Fig. 1: signal wires by layer
The bar under the picture is 20 microns long.
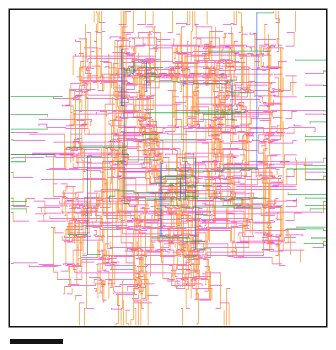
Fig. 2: register map, names as in the netlist
The bar under the picture is 20 microns long. Other sequential cells in the stronger grey, the rest of the logic in the fainter grey.
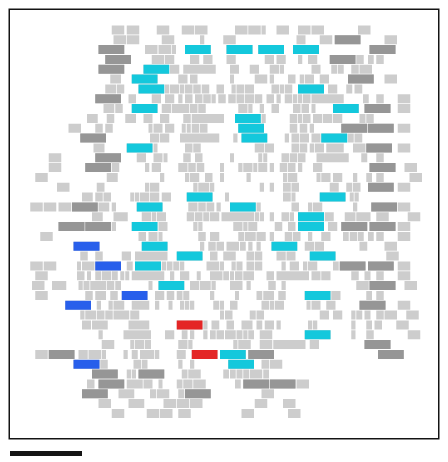
Fig. 3: wire density map
The bar under the picture is 20 microns long. 24 x 24 tiles, from dark blue (low) to red (high), scaled to the fullest tile. Values are wire area over tile area, all layers added.
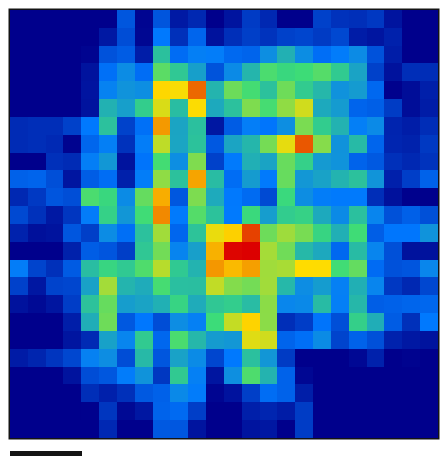
Fig. 4: placed cells, one colour a class
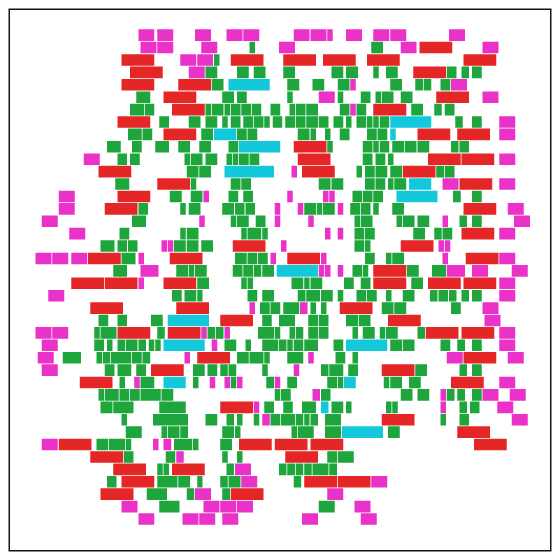
Design shift_sequencer, sky130hd; sources not shown.
==> reports/results.tsv <==
stage	metric	value	unit
clock_network	post-CTS setup buffers	0	
power_and_ir_drop	Power Clock	1130	uW
worst_setup_path	CP Data Required Time	3.12	ns
place	Post-Place Cell Area	5230	sq um
floorplanning	IO Count	80	
power_and_ir_drop	combinational power share	33.6	%
final_timing	RSZ-0062 raised after global routing	no	
final_timing	Slew @ Worst Pin	0.616	ns
worst_setup_path	crit-path max cell delay	0.56	ns
clock_network	clk sink count	77	
power_and_ir_drop	leakage	0.00188	uW
routing	Vias/cell	5.72	
worst_setup_path	highest net fanout along the worst path	10	
routing	drt first pass iters	5	
final_timing	period utilization	82.3	%
routing	DR top layer	met4	
global_routing	GR peak layer	met2	
logic_synthesis	synth cell count leaders	dfxtp_1, nand2_1, o211ai_1	
floorplanning	DIE AREA	14000	sq um
final_timing	fin crit period	2.47	ns
logic_synthesis	top comb family, area	AND-OR/OR-AND gates	
logic_synthesis	#FFs+latches synth	77	
worst_setup_path	Slowest cell on crit path	or4_4	
logic_synthesis	main flop type	dfxtp_1	
global_routing	grt total ovfl	0	
worst_setup_path	worst path bufs/invs	3	
logic_synthesis	Largest type area fraction	36.1	%
power_and_ir_drop	sequential power share	35.8	%
power_and_ir_drop	switching part of the total	35.9	%
worst_setup_path	R2R cell count	8	
global_routing	routing usage on met1	25.0	%
clock_network	post-CTS sizing	0	
floorplanning	Initial Util	35.7	%
finish	# diodes	0	
logic_synthesis	count leader, synth	dfxtp_1	
worst_setup_path	cell mode on critical path	buf_6	
final_timing	Fin. Hold Viols	0	
final_timing	setup TNS	0	ns
power_and_ir_drop	P_sw	1330	uW
logic_synthesis	syn avg cell area	8.11	sq um
worst_hold_path	Hold Path Cell Cnt	2	
power_and_ir_drop	Final Power	3710	uW
logic_synthesis	EDFF count, synth	0	
finish	layout cells sized above 1	6.13	%
place	dpl hpwl	10000	microns
clock_network	hold_buf cts	0	
logic_synthesis	top cells by area	dfxtp_1, o211ai_1, nand2_1, a21boi_0, nand2b_1	
power_and_ir_drop	P_comb	1250	uW
finish	Layout Cells excl Fill	767	
logic_synthesis	Yosys chip area	4270	sq um
finish	Commonest Layout Cell	clkdlybuf4s50_1	
worst_setup_path	critical path class	input pin to register	
logic_synthesis	ys cells	526	
final_timing	Final setup viols	0	
power_and_ir_drop	Clk pwr share	30.6	%
final_timing	max-slew violations	0	
logic_synthesis	cells after synthesis	526	
place	dpl cells	751	
clock_network	Clock transition at path regs	0.06	ns
worst_hold_path	worst hold path type	register to register	
global_routing	met2 usage	31.3	%
worst_setup_path	CP Launch Type	input pin	
logic_synthesis	Yosys warnings	0	
global_routing	routing usage on met3	3.64	%
worst_setup_path	worst reg2reg setup slack	0.54	ns
logic_synthesis	Mux cell area share	1.17	%
finish	final net count	664	
worst_setup_path	Top Family by Delay on Critical Path	simple AND/OR/NAND/NOR gates	
power_and_ir_drop	Peak VDD IR	0.299	mV
global_routing	first-pass GRT wire length	22100	microns
clock_network	CTS tree	built	
power_and_ir_drop	Top pwr grp	sequential cells	
floorplanning	Die W	118	microns
finish	fillers	1211	
routing	drt drc	0	
routing	1st-iter DRT viols	440	
clock_network	Skew-Pair Late Insertion Delay	0.34	ns
routing	WL met1	6190	microns
global_routing	vias in the first global route	4366	
logic_synthesis	share of the yosys chip area belonging to registers	36.1	%
outcome	status	finished clean	
routing	met2 WL	6220	microns
place	GPL Wtd Cong	0.920	
logic_synthesis	Post-Syn Nets	575	
-- Fig. 1 (at the start) --
| layer | colour | wire length |
|---|---|---|
| met3 | green | 789 microns |
| met1 | magenta | 6,190 microns |
| met4 | blue | 277 microns |
| met2 | orange | 6,220 microns |
DR vias: 4,388
final wirelength: 13,500 microns
Total Routing Usage GR: 19.1%

-- Fig. 2 (at the start) --
| netlist name | colour | flops |
|---|---|---|
| op_r | red | 2 |
| count_r | blue | 5 |
| work_r | cyan | 32 |
Seq group: 1330 uW
Final Core Density: 46.3%
Reg area: 1540 sq um

-- Fig. 3 (at the start) --
nearly empty tiles: 20%
mean over tiles: 0.15
tiles over half the peak: 13%
densest ninth of the die: middle
DR WL/cell: 17.6 microns

-- Fig. 4 (at the start) --
| class | colour | cells |
|---|---|---|
| clock drivers and dummy loads | cyan | 16 |
| all other logic | green | 396 |
| other buffers and delay cells | magenta | 131 |
| flip-flops | red | 77 |
Core Rows: 40
sequential share of cell area: 27.8%
CORE AREA: 12,000 sq um
design area: 5540 sq um

-- worst reg2reg max path, cell delays in order, from the launching register on --
cell      delay [ns]
dfxtp_1         0.33
inv_1           0.06
ha_1            0.19
buf_2           0.18
o2111a_1        0.29
a31oi_4         0.33
clkbuf_1        0.38
nand2_1         0.19
o211a_1         0.25
-- layout make-up --
type | instances | area (sq um) | area share [%]
Buffer | 53 | 220 | 3.97
Clock buffer | 13 | 270 | 4.88
Clock inverter | 3 | 42.5 | 0.767
Inverter | 7 | 26.3 | 0.474
Multi-Input combinational cell | 389 | 2480 | 44.7
Sequential cell | 77 | 1540 | 27.8
Tap cell | 147 | 184 | 3.32
Timing Repair Buffer | 78 | 781 | 14.1
Power and IR drop assume default switching activity.
